`src/rtl/btn_conditioner_if.sv`:
```
// Button conditioner bundle: raw pads in, conditioned button state out.
//   btn_raw     : asynchronous raw buttons, active high (driven by master)
//   btn_level   : debounced level with stuck buttons masked
//   btn_press   : one-cycle pulse on a stable rising level
//   btn_release : one-cycle pulse on a stable falling level
//   btn_stuck   : per-button stuck flag
//   any_press   : OR of btn_press
interface btn_conditioner_if #(
    parameter int unsigned WIDTH = 8
) ();
    logic [WIDTH-1:0] btn_raw;
    logic [WIDTH-1:0] btn_level;
    logic [WIDTH-1:0] btn_press;
    logic [WIDTH-1:0] btn_release;
    logic [WIDTH-1:0] btn_stuck;
    logic             any_press;

    // Pad / stimulus side
    modport master (
        output btn_raw,
        input  btn_level,
        input  btn_press,
        input  btn_release,
        input  btn_stuck,
        input  any_press
    );

    // Conditioner side
    modport slave (
        input  btn_raw,
        output btn_level,
        output btn_press,
        output btn_release,
        output btn_stuck,
        output any_press
    );
endinterface

```
`src/rtl/btn_conditioner.sv`:
```
// Per-button input conditioner: two-flop synchronizer, consecutive-sample debouncer,
// registered press/release pulses and a stuck-button detector that masks the level.
//   clk   : single clock, rising edge
//   rst_n : asynchronous active-low reset, clears all state
//   bus   : btn_conditioner_if slave (btn_raw in; level/press/release/stuck/any_press out)
module btn_conditioner #(
    parameter int unsigned WIDTH           = 8,
    parameter int unsigned DEBOUNCE_CYCLES = 4,
    parameter int unsigned HOLD_LIMIT      = 50000
) (
    input  logic             clk,
    input  logic             rst_n,
    btn_conditioner_if.slave bus
);

    localparam int unsigned      CntW    = $clog2(DEBOUNCE_CYCLES + 1);
    localparam logic [CntW-1:0]  CntMax  = CntW'(DEBOUNCE_CYCLES - 1);
    localparam bit               HoldEn  = (HOLD_LIMIT != 0);
    localparam logic [15:0]      HoldMax = 16'((HOLD_LIMIT == 0) ? 0 : HOLD_LIMIT - 1);

    logic [WIDTH-1:0] s1_q, s2_q;
    logic [WIDTH-1:0] level_q, level_d;
    logic [WIDTH-1:0] press_q, press_d;
    logic [WIDTH-1:0] release_q, release_d;
    logic [WIDTH-1:0] stuck_q, stuck_d;
    logic [CntW-1:0]  cnt_q [WIDTH];
    logic [CntW-1:0]  cnt_d [WIDTH];
    logic [15:0]      hold_q [WIDTH];
    logic [15:0]      hold_d [WIDTH];

    always_comb begin
        level_d   = level_q;
        press_d   = '0;
        release_d = '0;
        stuck_d   = stuck_q;
        for (int i = 0; i < int'(WIDTH); i++) begin
            cnt_d[i]  = '0;
            hold_d[i] = hold_q[i];

            // Debounce: only an unbroken run of mismatching samples flips the level.
            if (s2_q[i] != level_q[i]) begin
                if (cnt_q[i] == CntMax) begin
                    level_d[i]   = s2_q[i];
                    press_d[i]   = s2_q[i];
                    release_d[i] = ~s2_q[i];
                end else begin
                    cnt_d[i] = cnt_q[i] + 1'b1;
                end
            end

            // Stuck detection: count stable-high cycles; a falling level clears everything
            // on the same edge as the release pulse.
            if (!level_q[i] || !level_d[i]) begin
                hold_d[i]  = '0;
                stuck_d[i] = 1'b0;
            end else if (HoldEn && !stuck_q[i]) begin
                if (hold_q[i] == HoldMax) begin
                    stuck_d[i] = 1'b1;
                end else begin
                    hold_d[i] = hold_q[i] + 16'd1;
                end
            end
        end
    end

    always_ff @(posedge clk or negedge rst_n) begin
        if (!rst_n) begin
            s1_q      <= '0;
            s2_q      <= '0;
            level_q   <= '0;
            press_q   <= '0;
            release_q <= '0;
            stuck_q   <= '0;
            for (int i = 0; i < int'(WIDTH); i++) begin
                cnt_q[i]  <= '0;
                hold_q[i] <= '0;
            end
        end else begin
            s1_q      <= bus.btn_raw;
            s2_q      <= s1_q;
            level_q   <= level_d;
            press_q   <= press_d;
            release_q <= release_d;
            stuck_q   <= stuck_d;
            for (int i = 0; i < int'(WIDTH); i++) begin
                cnt_q[i]  <= cnt_d[i];
                hold_q[i] <= hold_d[i];
            end
        end
    end

    assign bus.btn_level   = level_q & ~stuck_q;
    assign bus.btn_press   = press_q;
    assign bus.btn_release = release_q;
    assign bus.btn_stuck   = stuck_q;
    assign bus.any_press   = |press_q;

endmodule

```
`src/flat_wrapper.sv`:
```
// flat-port wrapper written by rule: the top's interface ports become plain ports
module btn_conditioner_flat 
#(
    parameter int unsigned WIDTH           = 8,
    parameter int unsigned DEBOUNCE_CYCLES = 4,
    parameter int unsigned HOLD_LIMIT      = 50000
)
  (clk, rst_n, bus_btn_raw, bus_btn_level, bus_btn_press, bus_btn_release, bus_btn_stuck, bus_any_press);
  btn_conditioner_if #(.WIDTH(WIDTH)) bus_i ();
  input  logic clk;
  input  logic rst_n;
  input wire logic [$bits(bus_i.btn_raw)-1:0] bus_btn_raw;
  output wire logic [$bits(bus_i.btn_level)-1:0] bus_btn_level;
  output wire logic [$bits(bus_i.btn_press)-1:0] bus_btn_press;
  output wire logic [$bits(bus_i.btn_release)-1:0] bus_btn_release;
  output wire logic [$bits(bus_i.btn_stuck)-1:0] bus_btn_stuck;
  output wire logic [$bits(bus_i.any_press)-1:0] bus_any_press;
  assign bus_i.btn_raw = bus_btn_raw;
  assign bus_btn_level = bus_i.btn_level;
  assign bus_btn_press = bus_i.btn_press;
  assign bus_btn_release = bus_i.btn_release;
  assign bus_btn_stuck = bus_i.btn_stuck;
  assign bus_any_press = bus_i.any_press;
  btn_conditioner #(.WIDTH(WIDTH), .DEBOUNCE_CYCLES(DEBOUNCE_CYCLES), .HOLD_LIMIT(HOLD_LIMIT)) u_core (.clk(clk), .rst_n(rst_n), .bus(bus_i));
endmodule
```
`config.mk`:
```
export PLATFORM = sky130hd
export DESIGN_NAME = btn_conditioner_flat
export DESIGN_NICKNAME = d
export VERILOG_FILES = /design/src/rtl/btn_conditioner_if.sv /design/src/rtl/btn_conditioner.sv /design/src/flat_wrapper.sv
export SDC_FILE = /design/constraint.sdc
export NUM_CORES = 1
export LEC_CHECK = 0
export ABC_AREA = 1
export CAP_MARGIN = 10
export CORE_MARGIN = 8
export CORE_UTILIZATION = 62
export DETAILED_ROUTE_END_ITERATION = 16
export PLACE_DENSITY = 0.81
export SLEW_MARGIN = 15
export SYNTH_ARGS = -nofsm -noshare
export SYNTH_HDL_FRONTEND = slang
export SYNTH_SLANG_ARGS = --single-unit
```
`constraint.sdc`:
```
create_clock -name clk -period 1.85 [get_ports clk]
set_clock_uncertainty 0.1 [all_clocks]
set_input_delay 0.185 -clock clk [delete_from_list [all_inputs] [get_ports clk]]
set_output_delay 0.185 -clock clk [all_outputs]
set_load 0.05 [all_outputs]
```
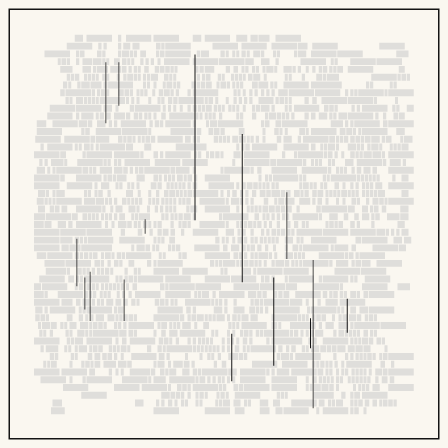
run_1/layer_met4.png
- wire length on this layer: 352 um
- main direction: vertical
- nets with wire on the layer: 13
- share of all routed wire: 1.4%
- longest straight run: 57.8 um

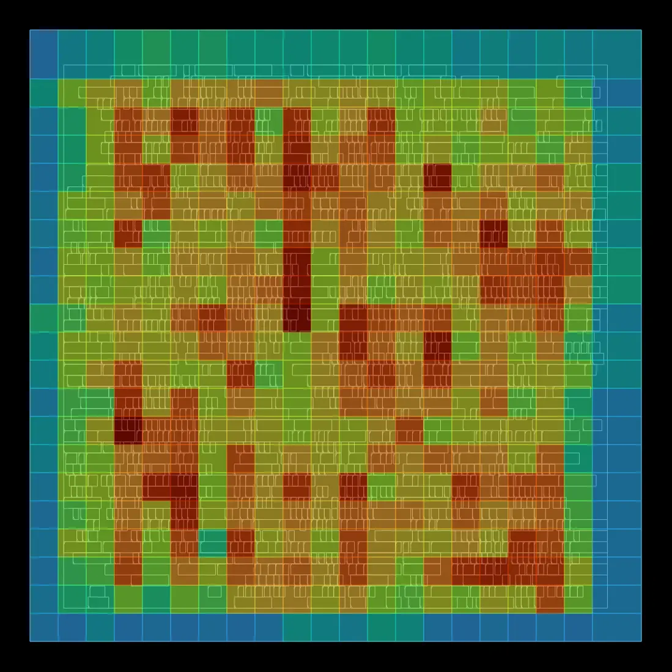
run_1/congestion.png
final core occ: 71.5%
GR Util met1: 29.5%
wire length per cell: 13.4 um
grt met2 use: 38.7%

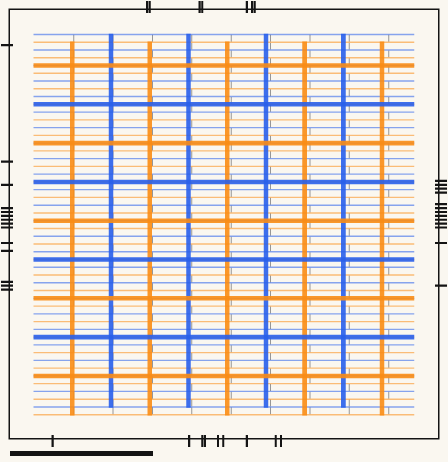
run_1/power_grid.png
The bar under the picture is 50 um long. Pins as bars on the die edge. Tap cells in gray.
- VDD: blue
- VSS: orange
- met1 rails: 50
- tap cells: 229
- rows: 49
- met5 straps: 9

==> impl_metrics.toml, run 1 <==
# yosys + openroad results
[timing]
grt_setup_unrepaired = "true"
final.setup.tns_ps = 0
worst_slew_pin_slew_ps = 517
drv_slew = 0
timing.hold.ws_ps = 88.0
slew_headroom_pct = 65.7
hold_viol = 0

[floorplanning]
io-pin-count = 43
die-area_um2 = 22500
tapCellCount = 229

[cts]
cts_max_level = 4
clock-sinks = 200

[setup_path]
startpoint = "u_core.bus.btn_press[6]"
crit_end = "bus_any_press"
cp_top_family = "flip-flops"
rrSetupSlack_ps = 100
arrival_ps = 1540
r2r_start = "u_core.cnt_q[18]"
worst_path_largest_cell_delay_ps = 400
path_class = "reg2out"
timing.rr.end = "u_core.hold_q[108]"

[final_layout]
top_register = "u_core.hold_q"
layout-drive-gt1-share_pct = 9.74
ff_count = 200
stdcell_count = 1851
comb_share_pct = 43.3

[synthesis]
yosys.area_share.adder_pct = 1.80
synthArstFlopShare_pct = 100
ys_warn_count = 0
synth_chip_area_um2 = 11100
post-synth-top-area-cell = "dfrtp_1"
xor_area_share_pct = 4.09
synth.most_common_cell = "nand2_1"
synth.top_cells.by_count = "518 x nand2_1, 223 x nor2_1, 200 x dfrtp_1, 141 x nand3_1, 135 x inv_1"
synth-edff-count = 0

[hold_path]
hold_path_depth = 1
hold_path_startpoint = "bus_btn_raw[0]"

[power_and_ir_drop]
power_switching_mw = 3.93
powerSeq_mw = 5.21
clk-power_mw = 3.99
maxPowerGroup = "registers"
power.share.clock_pct = 33.1
p_int_mw = 8.13

[routing]
first_pass_iters = 5
met3_wirelength_mm = 1.12
wl_met1_mm = 11.2

[global_routing]
grt_pass1_vias = 9466

[outcome]
status = "completed"

[job]
maxCapViolations = 0
run_1/wires.png
Two of the layers only.
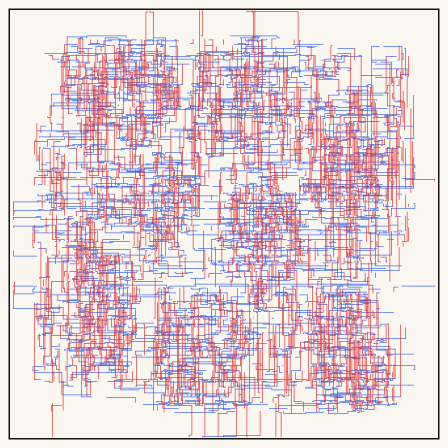

==> inputs of run 2 (changes only) <==
--- a/config.mk
+++ b/config.mk
@@ -7,10 +7,9 @@
 export LEC_CHECK = 0
 export ABC_AREA = 1
 export CAP_MARGIN = 10
-export CORE_MARGIN = 8
-export CORE_UTILIZATION = 62
+export CORE_UTILIZATION = 56
 export DETAILED_ROUTE_END_ITERATION = 16
-export PLACE_DENSITY = 0.81
+export PLACE_DENSITY = 0.72
 export SLEW_MARGIN = 15
 export SYNTH_ARGS = -nofsm -noshare
 export SYNTH_HDL_FRONTEND = slang
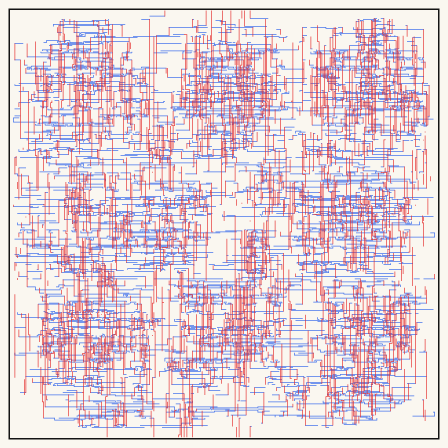
run_2/wires.png
Two of the layers only.
- metal 1: blue (wire length 11400 um)
- metal 2: red (wire length 11000 um)

==> run 2 against run 1 <==
  * First-iteration DRC count decreased by 26%
  * Setup slack improved by 48 ps
  * Synthesized cell count unchanged
  * Hold slack got worse by 1.7 ps
  * Critical endpoint unchanged
  * Largest power group unchanged
==> impl_metrics.toml, run 2 <==
# yosys + openroad results
[outcome]
status = "completed"

[hold_path]
hold_path_startpoint = "bus_btn_raw[7]"

[timing]
timing.hold.ws_ps = 86.3
hold_viol = 0
drv_slew = 0

[setup_path]
timing.rr.end = "u_core.hold_q[27]"
worst_path_largest_cell_delay_ps = 400
cp_top_family = "flip-flops"
startpoint = "u_core.bus.btn_press[6]"
rrSetupSlack_ps = 110

[synthesis]
xor_area_share_pct = 4.09
synth.most_common_cell = "nand2_1"
yosys.area_share.adder_pct = 1.80

[floorplanning]
io-pin-count = 43
tapCellCount = 265

[power_and_ir_drop]
power_switching_mw = 3.90
clk-power_mw = 3.66

[routing]
met3_wirelength_um = 703
first_pass_iters = 5
wl_per_cell_um = 12.4

[job]
maxCapViolations = 0

[final_layout]
comb_share_pct = 43.1
ff_count = 200
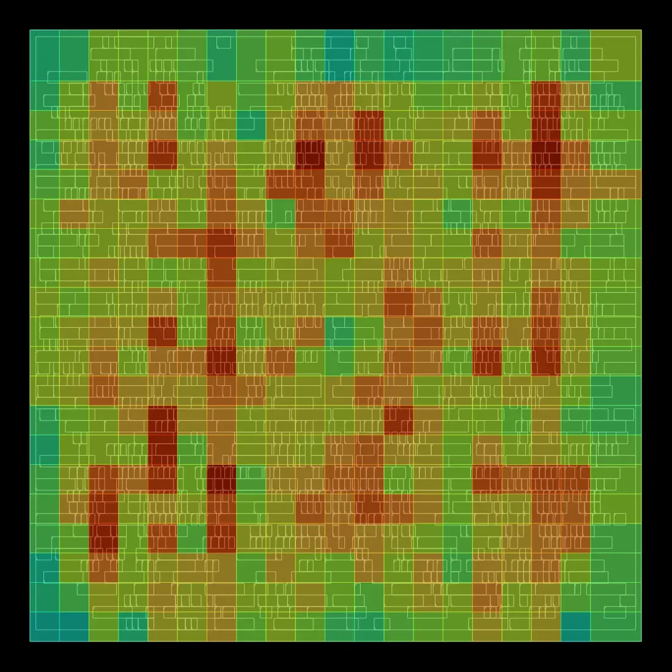
run_2/congestion.png
busiest grt layer: met2
GR Util met1: 33.7%
grt met2 use: 40.0%
met3 usage: 3.39%

run_2/layer_met4.png
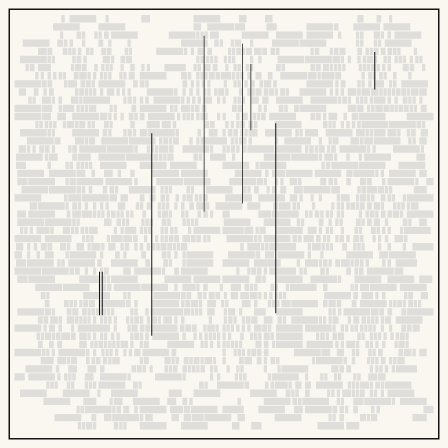

==> inputs of run 3 (changes only) <==
--- a/config.mk
+++ b/config.mk
@@ -7,10 +7,10 @@
 export LEC_CHECK = 0
 export ABC_AREA = 1
 export CAP_MARGIN = 10
-export CORE_UTILIZATION = 56
+export CORE_ASPECT_RATIO = 1.75
+export CORE_UTILIZATION = 62
 export DETAILED_ROUTE_END_ITERATION = 16
-export PLACE_DENSITY = 0.72
-export SLEW_MARGIN = 15
+export PLACE_DENSITY = 0.79
 export SYNTH_ARGS = -nofsm -noshare
 export SYNTH_HDL_FRONTEND = slang
 export SYNTH_SLANG_ARGS = --single-unit
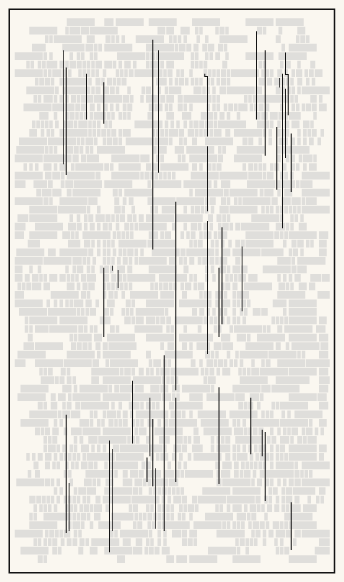
run_3/layer_met4.png
via count: 10200
Post-Route WL: 25.3 mm

==> run 3 against run 2 <==
  * Combinational power rose by 6%
  * Largest power group unchanged
  * Area after synthesis did not move
  * Critical path depth up 7
==> impl_metrics.toml, run 3 <==
# yosys + openroad results
[routing]
met3_wirelength_um = 846
wl_per_cell_um = 13.6
first_pass_iters = 5

[synthesis]
synth.most_common_cell = "nand2_1"
xor_area_share_pct = 4.09
compound_area_share_pct = 5.20
ys_seq_share_pct = 44.9

[floorplanning]
tapCellCount = 231
io-pin-count = 43

[final_layout]
comb_share_pct = 43.2

[setup_path]
timing.rr.end = "u_core.hold_q[73]"
rrSetupSlack_ps = 40
cp_top_family = "simple AND/OR/NAND/NOR gates"
worst_path_largest_cell_delay_ps = 360
startpoint = "u_core.cnt_q[12]"

[timing]
hold_viol = 0
timing.hold.ws_ps = 76.5

[hold_path]
hold_path_startpoint = "bus_btn_raw[1]"

[power_and_ir_drop]
clk-power_mw = 3.79

[outcome]
status = "completed"

[job]
maxCapViolations = 0
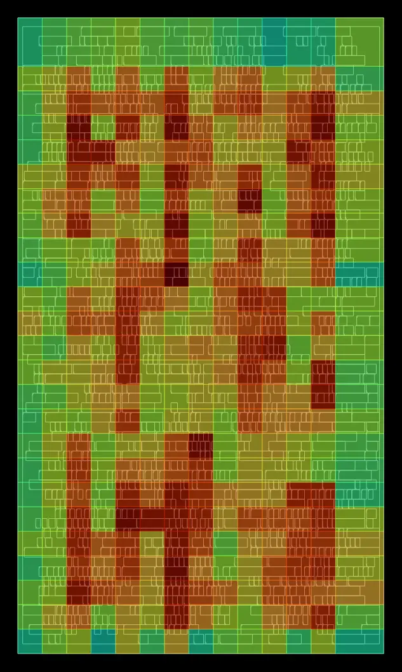
run_3/congestion.png
GRT Overall Usage: 29.0%
final core occ: 72.6%
met3 usage: 4.44%
grt met2 use: 53.1%
GR Util met1: 31.2%

Power is estimated from default activity; no workload was simulated.
